<file path="config.mk">
export PLATFORM = sky130hd
export DESIGN_NAME = match_controller
export DESIGN_NICKNAME = d
export VERILOG_FILES = /design/src/rtl/match_controller.sv
export SDC_FILE = /design/constraint.sdc
export NUM_CORES = 1
export LEC_CHECK = 0
export ABC_CLOCK_PERIOD_IN_PS = 2250
export CORE_MARGIN = 2
export CORE_UTILIZATION = 49
export CTS_BUF_LIST = sky130_fd_sc_hd__clkbuf_2
export DETAILED_ROUTE_END_ITERATION = 16
export GPL_TIMING_DRIVEN = 0
export PLACE_DENSITY_LB_ADDON = 0.05
export SETUP_SLACK_MARGIN = 0.4
export SLEW_MARGIN = 0
export SYNTH_ARGS = -nofsm -noshare
export SYNTH_HDL_FRONTEND = slang
export SYNTH_SLANG_ARGS = --single-unit
</file>
<file path="constraint.sdc">
create_clock -name clk -period 2.25 [get_ports clk]
set_clock_uncertainty 0.15 [all_clocks]
set_input_delay 0.3375 -clock clk [delete_from_list [all_inputs] [get_ports clk]]
set_output_delay 0.3375 -clock clk [all_outputs]
set_load 0.1 [all_outputs]
</file>
<file path="src/rtl/match_controller.sv">
// -----------------------------------------------------------------------------
// match_controller
//
// Round/match sequencer for the fighting game. Sits between the frame-tick
// generator and the per-player fsm/health_logic instances. It issues the
// one-cycle round reset, gates character control with play_en, and runs the
// countdown, fight and result timers. It also scores round wins and declares
// the match winner from the game_over and health inputs.
//
// Parameters
//   COUNTDOWN_FRAMES  : pre-fight frames (>= 1)
//   ROUND_FRAMES      : fight time limit in frames (>= 1, < 2**TW)
//   ROUND_OVER_FRAMES : result-display frames (>= 1)
//   WINS_NEEDED       : round wins that end the match (1..3)
//   MAX_ROUNDS        : hard round limit (1..7)
//   TW                : timer width
//
// Ports
//   clk          in   system clock
//   reset        in   asynchronous, active-high reset
//   tick         in   one-clk frame enable
//   start        in   level input; its rising edge is detected internally
//   game_over1   in   player 1 health is zero
//   game_over2   in   player 2 health is zero
//   health1      in   [1:0] player 1 health, used for the timeout decision
//   health2      in   [1:0] player 2 health, used for the timeout decision
//   state        out  [2:0] current state encoding
//   play_en      out  characters may move or attack (FIGHT only)
//   round_reset  out  one-cycle reset pulse to fsm/health_logic
//   frames_left  out  [TW-1:0] active timer value
//   wins1        out  [1:0] player 1 round wins
//   wins2        out  [1:0] player 2 round wins
//   round_num    out  [2:0] current round, 1-based; 0 in IDLE
//   round_winner out  [1:0] last round result: 00 none, 01 P1, 10 P2, 11 draw
//   match_winner out  [1:0] same encoding; non-zero in MATCH_OVER only
//
// All outputs come straight from registers, so there is no combinational
// path from any input to any output.
// -----------------------------------------------------------------------------
module match_controller #(
  parameter int COUNTDOWN_FRAMES  = 180,
  parameter int ROUND_FRAMES      = 5400,
  parameter int ROUND_OVER_FRAMES = 120,
  parameter int WINS_NEEDED       = 2,
  parameter int MAX_ROUNDS        = 5,
  parameter int TW                = 13
) (
  input  logic          clk,
  input  logic          reset,
  input  logic          tick,
  input  logic          start,
  input  logic          game_over1,
  input  logic          game_over2,
  input  logic [1:0]    health1,
  input  logic [1:0]    health2,
  output logic [2:0]    state,
  output logic          play_en,
  output logic          round_reset,
  output logic [TW-1:0] frames_left,
  output logic [1:0]    wins1,
  output logic [1:0]    wins2,
  output logic [2:0]    round_num,
  output logic [1:0]    round_winner,
  output logic [1:0]    match_winner
);

  typedef enum logic [2:0] {
    S_IDLE       = 3'd0,
    S_ROUND_INIT = 3'd1,
    S_COUNTDOWN  = 3'd2,
    S_FIGHT      = 3'd3,
    S_ROUND_OVER = 3'd4,
    S_MATCH_OVER = 3'd5
  } state_t;

  // Timer reload values and score limits, cut down to their register widths.
  localparam logic [TW-1:0] CD_LOAD     = COUNTDOWN_FRAMES[TW-1:0];
  localparam logic [TW-1:0] RF_LOAD     = ROUND_FRAMES[TW-1:0];
  localparam logic [TW-1:0] RO_LOAD     = ROUND_OVER_FRAMES[TW-1:0];
  localparam logic [TW-1:0] FL_ONE      = {{(TW-1){1'b0}}, 1'b1};
  localparam logic [TW-1:0] FL_ZERO     = '0;
  localparam logic [1:0]    WINS_GOAL   = WINS_NEEDED[1:0];
  localparam logic [2:0]    ROUND_LIMIT = MAX_ROUNDS[2:0];

  // Result encoding shared by round_winner and match_winner.
  localparam logic [1:0] RES_NONE = 2'b00;
  localparam logic [1:0] RES_P1   = 2'b01;
  localparam logic [1:0] RES_P2   = 2'b10;
  localparam logic [1:0] RES_DRAW = 2'b11;

  // ---------------------------------------------------------------------------
  // Registers
  // ---------------------------------------------------------------------------
  state_t        r_state;
  logic          r_start_q;
  logic          r_play_en;
  logic          r_round_reset;
  logic [TW-1:0] r_frames_left;
  logic [1:0]    r_wins1;
  logic [1:0]    r_wins2;
  logic [2:0]    r_round_num;
  logic [1:0]    r_round_winner;
  logic [1:0]    r_match_winner;

  // ---------------------------------------------------------------------------
  // Decode helpers
  // ---------------------------------------------------------------------------
  logic       w_start_rise;
  logic       w_last_frame;
  logic       w_match_done;
  logic [1:0] w_fight_result;
  logic       w_round_end;
  logic [1:0] w_final_winner;
  logic [1:0] w_wins1_inc;
  logic [1:0] w_wins2_inc;

  // Edge detect runs every clock, independent of tick.
  assign w_start_rise = start & ~r_start_q;

  // The current timer value is about to be consumed by this frame.
  assign w_last_frame = tick && (r_frames_left == FL_ONE);

  // Evaluated at the end of the result display, with the final scores.
  assign w_match_done = (r_wins1 == WINS_GOAL) || (r_wins2 == WINS_GOAL) ||
                        (r_round_num == ROUND_LIMIT);

  // Win counters saturate at 3 so a small WINS_NEEDED can never wrap them.
  assign w_wins1_inc = (r_wins1 == 2'd3) ? 2'd3 : r_wins1 + 2'd1;
  assign w_wins2_inc = (r_wins2 == 2'd3) ? 2'd3 : r_wins2 + 2'd1;

  // Fight outcome for this clock; RES_NONE means the round carries on.
  // A knockout outranks the timeout, even when it lands on the final tick.
  always_comb begin
    w_fight_result = RES_NONE;
    if (game_over1 && game_over2) begin
      w_fight_result = RES_DRAW;
    end else if (game_over1) begin
      w_fight_result = RES_P2;
    end else if (game_over2) begin
      w_fight_result = RES_P1;
    end else if (w_last_frame) begin
      if (health1 > health2) begin
        w_fight_result = RES_P1;
      end else if (health2 > health1) begin
        w_fight_result = RES_P2;
      end else begin
        w_fight_result = RES_DRAW;
      end
    end
  end

  assign w_round_end = (w_fight_result != RES_NONE);

  always_comb begin
    w_final_winner = RES_DRAW;
    if (r_wins1 > r_wins2) begin
      w_final_winner = RES_P1;
    end else if (r_wins2 > r_wins1) begin
      w_final_winner = RES_P2;
    end
  end

  // ---------------------------------------------------------------------------
  // Sequencer. Outputs are loaded on the edge that enters a state, so they
  // are already valid during that state's first cycle.
  // ---------------------------------------------------------------------------
  always_ff @(posedge clk or posedge reset) begin
    if (reset) begin
      r_state        <= S_IDLE;
      r_start_q      <= 1'b0;
      r_play_en      <= 1'b0;
      r_round_reset  <= 1'b0;
      r_frames_left  <= FL_ZERO;
      r_wins1        <= 2'd0;
      r_wins2        <= 2'd0;
      r_round_num    <= 3'd0;
      r_round_winner <= RES_NONE;
      r_match_winner <= RES_NONE;
    end else begin
      r_start_q     <= start;
      // Pulses: only the transitions below raise them, for one cycle.
      r_play_en     <= 1'b0;
      r_round_reset <= 1'b0;

      case (r_state)
        S_IDLE: begin
          r_wins1        <= 2'd0;
          r_wins2        <= 2'd0;
          r_round_winner <= RES_NONE;
          r_match_winner <= RES_NONE;
          r_frames_left  <= FL_ZERO;
          r_round_num    <= 3'd0;
          if (w_start_rise) begin
            // Round counter is 0 here, so the first round becomes 1.
            r_state       <= S_ROUND_INIT;
            r_round_reset <= 1'b1;
            r_round_num   <= 3'd1;
            r_frames_left <= CD_LOAD;
          end
        end

        S_ROUND_INIT: begin
          r_state <= S_COUNTDOWN;
        end

        S_COUNTDOWN: begin
          if (tick) begin
            if (r_frames_left == FL_ONE) begin
              r_state       <= S_FIGHT;
              r_play_en     <= 1'b1;
              r_frames_left <= RF_LOAD;
            end else begin
              r_frames_left <= r_frames_left - FL_ONE;
            end
          end
        end

        S_FIGHT: begin
          if (w_round_end) begin
            r_state        <= S_ROUND_OVER;
            r_round_winner <= w_fight_result;
            r_frames_left  <= RO_LOAD;
            if (w_fight_result == RES_P1) begin
              r_wins1 <= w_wins1_inc;
            end
            if (w_fight_result == RES_P2) begin
              r_wins2 <= w_wins2_inc;
            end
          end else begin
            r_play_en <= 1'b1;
            if (tick) begin
              r_frames_left <= r_frames_left - FL_ONE;
            end
          end
        end

        S_ROUND_OVER: begin
          if (tick) begin
            if (r_frames_left == FL_ONE) begin
              if (w_match_done) begin
                r_state        <= S_MATCH_OVER;
                r_frames_left  <= FL_ZERO;
                r_match_winner <= w_final_winner;
              end else begin
                r_state       <= S_ROUND_INIT;
                r_round_reset <= 1'b1;
                r_round_num   <= r_round_num + 3'd1;
                r_frames_left <= CD_LOAD;
              end
            end else begin
              r_frames_left <= r_frames_left - FL_ONE;
            end
          end
        end

        S_MATCH_OVER: begin
          r_frames_left <= FL_ZERO;
          if (w_start_rise) begin
            // Rematch: scores and result clear, round counting restarts at 1.
            r_state        <= S_ROUND_INIT;
            r_round_reset  <= 1'b1;
            r_round_num    <= 3'd1;
            r_frames_left  <= CD_LOAD;
            r_wins1        <= 2'd0;
            r_wins2        <= 2'd0;
            r_round_winner <= RES_NONE;
            r_match_winner <= RES_NONE;
          end
        end

        default: begin
          // Unused codes 6/7 fall back to a clean IDLE.
          r_state        <= S_IDLE;
          r_frames_left  <= FL_ZERO;
          r_wins1        <= 2'd0;
          r_wins2        <= 2'd0;
          r_round_num    <= 3'd0;
          r_round_winner <= RES_NONE;
          r_match_winner <= RES_NONE;
        end
      endcase
    end
  end

  // ---------------------------------------------------------------------------
  // Output mapping
  // ---------------------------------------------------------------------------
  assign state        = r_state;
  assign play_en      = r_play_en;
  assign round_reset  = r_round_reset;
  assign frames_left  = r_frames_left;
  assign wins1        = r_wins1;
  assign wins2        = r_wins2;
  assign round_num    = r_round_num;
  assign round_winner = r_round_winner;
  assign match_winner = r_match_winner;

endmodule

</file>
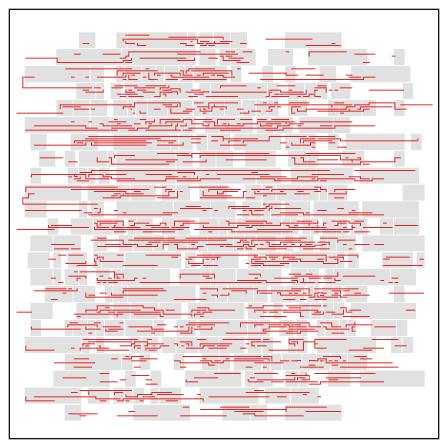
**Above:** run 1 (metal 1).
Cells faint in the background.
The layer holds 44% of the routed length. 303 nets have wire on it. The wires run mostly horizontal. The layer carries 2710 um of wire. The longest straight run is 38.2 um.

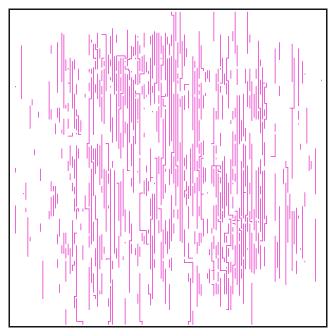
**Above:** run 1 (signal wires on met2).
The layer carries 2920 um of wire. The longest straight run is 31.8 um. The layer holds 47% of the routed length. The wires run mostly vertical.

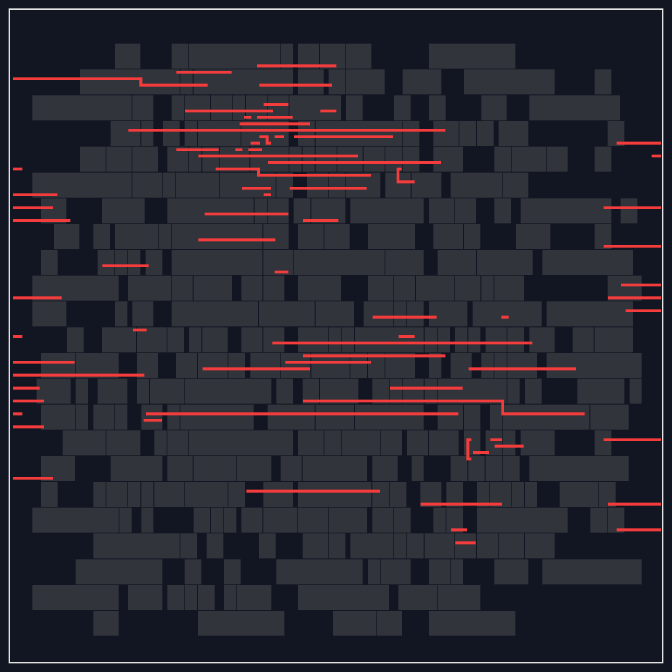
**Above:** run 1 (the metal 3 layer).
Cells faint in the background.
The layer holds 7.9% of the routed length. The layer carries 493 um of wire. 59 nets have wire on it.

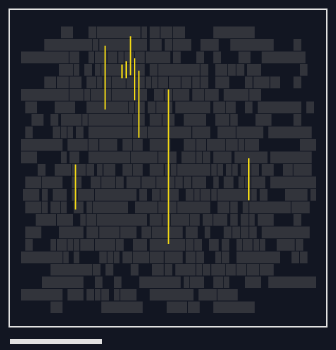
**Above:** run 1 (signal wires on met4).
Scale bar: 20 um. Cells faint in the background.
The layer holds 1.7% of the routed length. The layer carries 103 um of wire.

run 1: layer usage:
layer  vias up  routed length [um]  share of wire [%]  global-route usage (%)
met5         -                   0                  0                       0
met4         0                 102                1.6                    7.35
met3        20                 492                7.9                    5.52
met2       118                2920                 47                    44.0
met1      1111                2710                 44                    37.0
li1       1068                   -                  -                       -
run 1: critical path, delay by kind of cell, from the launching register on:
family	cells	cell delay, ns
and+or+nand+nor	2	0.90
AOI/OAI and AO/OA	4	0.61
buffers and inverters	1	0.18
DFF	1	0.55
run 1: cell families after synthesis:
family	Yosys count	synth area share [%]
buffers and inverters	28	5.60
AND-OR/OR-AND	93	29.0
XOR/XNOR	1	0.426
AND/OR/NAND/NOR	92	23.7
flip-flops	30	36.5
adder cells (fa/ha/maj)	8	4.87
run 1: layout make-up:
cell class | count | area (um^2) | share of cell area (%)
multi-input cells | 195 | 1490 | 49.0
clock buffers | 5 | 25.0 | 0.822
well taps | 50 | 62.6 | 2.06
clock inverters | 3 | 40.0 | 1.32
inverters | 16 | 62.6 | 2.06
repair buffers | 59 | 493 | 16.2
plain buffers | 12 | 83.8 | 2.75
flip-flops and latches | 30 | 786 | 25.8
run 1: through the flow:
step | cell area, um^2 | hold slack, ns | worst slack [ns] | setup TNS (ns)
4_1_cts | 2860 | 0.224 | -0.310 | -5.60
6_report | 3040 | 0.146 | -0.279 | -5.14
2_1_floorplan | 2140 | 0.219 | -0.357 | -5.22
3_3_place_gp | 2570 | 0.316 | -0.468 | -6.59
3_5_place_dp | 2570 | 0.320 | -0.455 | -6.73
5_1_grt | 3040 | 0.200 | -0.334 | -6.95
run 1: synth_stat cells (2+ instances only):
master	n	area (um^2)
a211oi_1	2	15.0
a21o_1	4	30.0
a21oi_1	18	90.1
a221o_1	2	20.0
a22o_1	3	26.3
a22oi_1	2	15.0
a31oi_1	10	62.6
and2_1	3	18.8
buf_2	2	10.0
clkbuf_1	8	30.0
dfrtp_1	30	751
ha_1	8	100
inv_1	16	60.1
nand2_1	19	71.3
nand2b_1	6	37.5
nand3_1	4	20.0
nor2_1	27	101
nor2b_1	7	43.8
nor3_1	8	40.0
nor4_1	3	18.8
o211ai_1	3	22.5
o21ai_0	27	135
o22a_1	2	17.5
o22ai_1	7	43.8
o31a_1	2	17.5
or2_2	2	12.5
or3_1	2	12.5
or4_1	2	15.0
run 1: what timing repair did:
action | in CTS | in global routing
gates cloned | 1 | 0
pin swaps | 25 | 21
gates resized | 172 | 55
setup endpoints to repair | 58 | 43
buffers inserted | 16 | 5
run 1: flip-flops by register name, summed over array words and instances, names as in the netlist:
register,flops
r_start_q,1
play_en,1
round_winner,2
match_winner,2
round_reset,1
state,3
wins1,2
round_num,3
wins2,2
frames_left,13
==> results.toml, run 1 <==
# physical design summary
[timing]
max_slew_margin_pct = 45.1
period_minus_slack_ns = 2.53
worst_slack_ns = -0.279
fin_crit_sh_pct = 112
setup_viol = 28

[worst_setup_path]
crit_path_max_incr_delay_ns = 0.57
reg2reg_to = "frames_left[10]$_DFFE_PP0P_"
reg2regPathDepth = 7
r2r-start = "frames_left[4]$_DFFE_PP0P_"
critPathCaptureType = "register"
worstPathRequired_ns = 2.38
cp_cell_sequence = "or4_4 > nor4_4 > buf_6 > a21oi_4 > o21a_4 > o311a_1 > a221o_1"

[drt]
drcViolationCount = 0
wl_um = 6220
wl_per_cell_um = 16.8

[clock_network]
holdBufCountCts = 0
clock-sinks = 30
cts.clk_slew.worst_paths_ns = 0.20

[die]
io_pins = 39
row_count = 23
die_x_um = 68.8
floorplanUtilization_pct = 51.1

[synth]
ys_cells = 252
synth_seq_share_pct = 36.5
synth_area_per_cell_um2 = 8.16
async_flop_share_pct = 100

[final_layout]
layout-drive-gt1-share_pct = 42.8
num-fill-cells = 279
nets = 337

[placement]
globalplace.congestion = 0.854
place_inst = 339
dp_hpwl_um = 3920

[global_routing]
grt_max_degree = 31
grt_use_total_pct = 27.2

[run_status]
violations = "setup timing"
status = "finished with violations"
--- run 2 (diff from run 1) ---
--- a/config.mk
+++ b/config.mk
@@ -6,7 +6,6 @@
 export NUM_CORES = 1
 export LEC_CHECK = 0
 export ABC_CLOCK_PERIOD_IN_PS = 2250
-export CORE_MARGIN = 2
 export CORE_UTILIZATION = 49
 export CTS_BUF_LIST = sky130_fd_sc_hd__clkbuf_2
 export DETAILED_ROUTE_END_ITERATION = 16
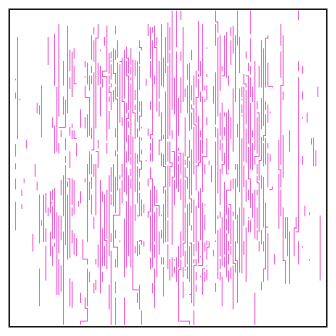
**Above:** run 2 (signal wires on met2).
The layer holds 49% of the routed length. The layer carries 3170 um of wire. The longest straight run is 32.6 um. The wires run mostly vertical. 301 nets have wire on it.

==> run 2 against run 1 <==
Against the previous run: the flow still finishes with violations (setup timing); routed wire length up 4.6%; fmax up 0.66%; setup slack better by 0.017 ns.
==> results.toml, run 2 <==
# physical design summary
[timing]
period_minus_slack_ns = 2.51
setup_viol = 27
fin_crit_sh_pct = 112
worst_slack_ns = -0.263

[clock_network]
clock-sinks = 30
cts.clk_slew.worst_paths_ns = 0.18

[synth]
synth_area_per_cell_um2 = 8.16
synthTopCellsByCount = "dfrtp_1, nor2_1, o21ai_0"
async_flop_share_pct = 100
top_cell = "dfrtp_1"
top_area_share_pct = 36.5
area_leaders = "dfrtp_1, o21ai_0, nor2_1"

[placement]
globalplace.congestion = 0.827
place_inst = 339

[drt]
drcViolationCount = 0
wl_met3_um = 442

[worst_setup_path]
crit_path_max_incr_delay_ns = 0.45

[die]
floorplanUtilization_pct = 51.1
io_pins = 39

[run_status]
violations = "setup timing"
status = "finished with violations"

[global_routing]
grt_max_degree = 31
-- run 2: final cells by class --
cell class / count / area [um^2]
repair buffers: 56 / 428
plain buffers: 12 / 82.6
clock inverters: 3 / 40.0
inverters: 16 / 62.6
clock buffers: 5 / 25.0
well taps: 50 / 62.6
flip-flops and latches: 30 / 786
fillers: 293 / 1050
multi-input cells: 195 / 1490
-- run 2: repair_timing --
item / in CTS / in global routing
gates cloned: 1 / 0
setup buffers: 12 / 7
pin swaps: 22 / 21
gates resized: 180 / 43
setup endpoints to repair: 58 / 44
-- run 2: metrics by stage --
| stage | cell area, um^2 |
|---|---|
| global route | 2980 |
| finish | 2980 |
| floorplan | 2140 |
| detailed placement | 2570 |
| CTS | 2800 |
| global placement | 2570 |
-- run 2: routing by layer --
metal / vias to the layer above / GRT usage, %
li1: 1058 / -
met1: 1123 / 37.0
met2: 120 / 49.4
met3: 22 / 8.05
met4: 0 / 12.5
met5: - / 0
-- run 2: cells by family after synthesis --
family / after synthesis / synth area share (%)
compound gates: 93 / 29.0
buf+inv: 28 / 5.60
flops: 30 / 36.5
fa+ha+maj: 8 / 4.87
simple gates: 92 / 23.7
xor+xnor: 1 / 0.426
-- run 2: worst max path at each step --
stage | start | endpoint | slack, ns | cells past startpoint
finish | state[1]$_DFFE_PP0P_ | frames_left[7]$_DFFE_PP0P_ | -0.26 | 8
global route | state[1]$_DFFE_PP0P_ | frames_left[7]$_DFFE_PP0P_ | -0.45 | 8
CTS | frames_left[1]$_DFFE_PP0P_ | frames_left[10]$_DFFE_PP0P_ | -0.31 | 9
detailed placement | game_over1 | frames_left[5]$_DFFE_PP0P_ | -0.51 | 7
global placement | game_over1 | frames_left[5]$_DFFE_PP0P_ | -0.47 | 7
floorplan | frames_left[5]$_DFFE_PP0P_ | wins2[0]$_DFFE_PP0P_ | -0.36 | 7
-- run 2: worst reg2reg max path, cell delays in order (launching register included) --
cell,delay [ns]
dfrtp_4,0.45
clkbuf_2,0.21
and3b_1,0.18
clkbuf_1,0.35
nand2_1,0.33
nor2_1,0.35
nor3_2,0.10
a31oi_1,0.18
o32a_1,0.16
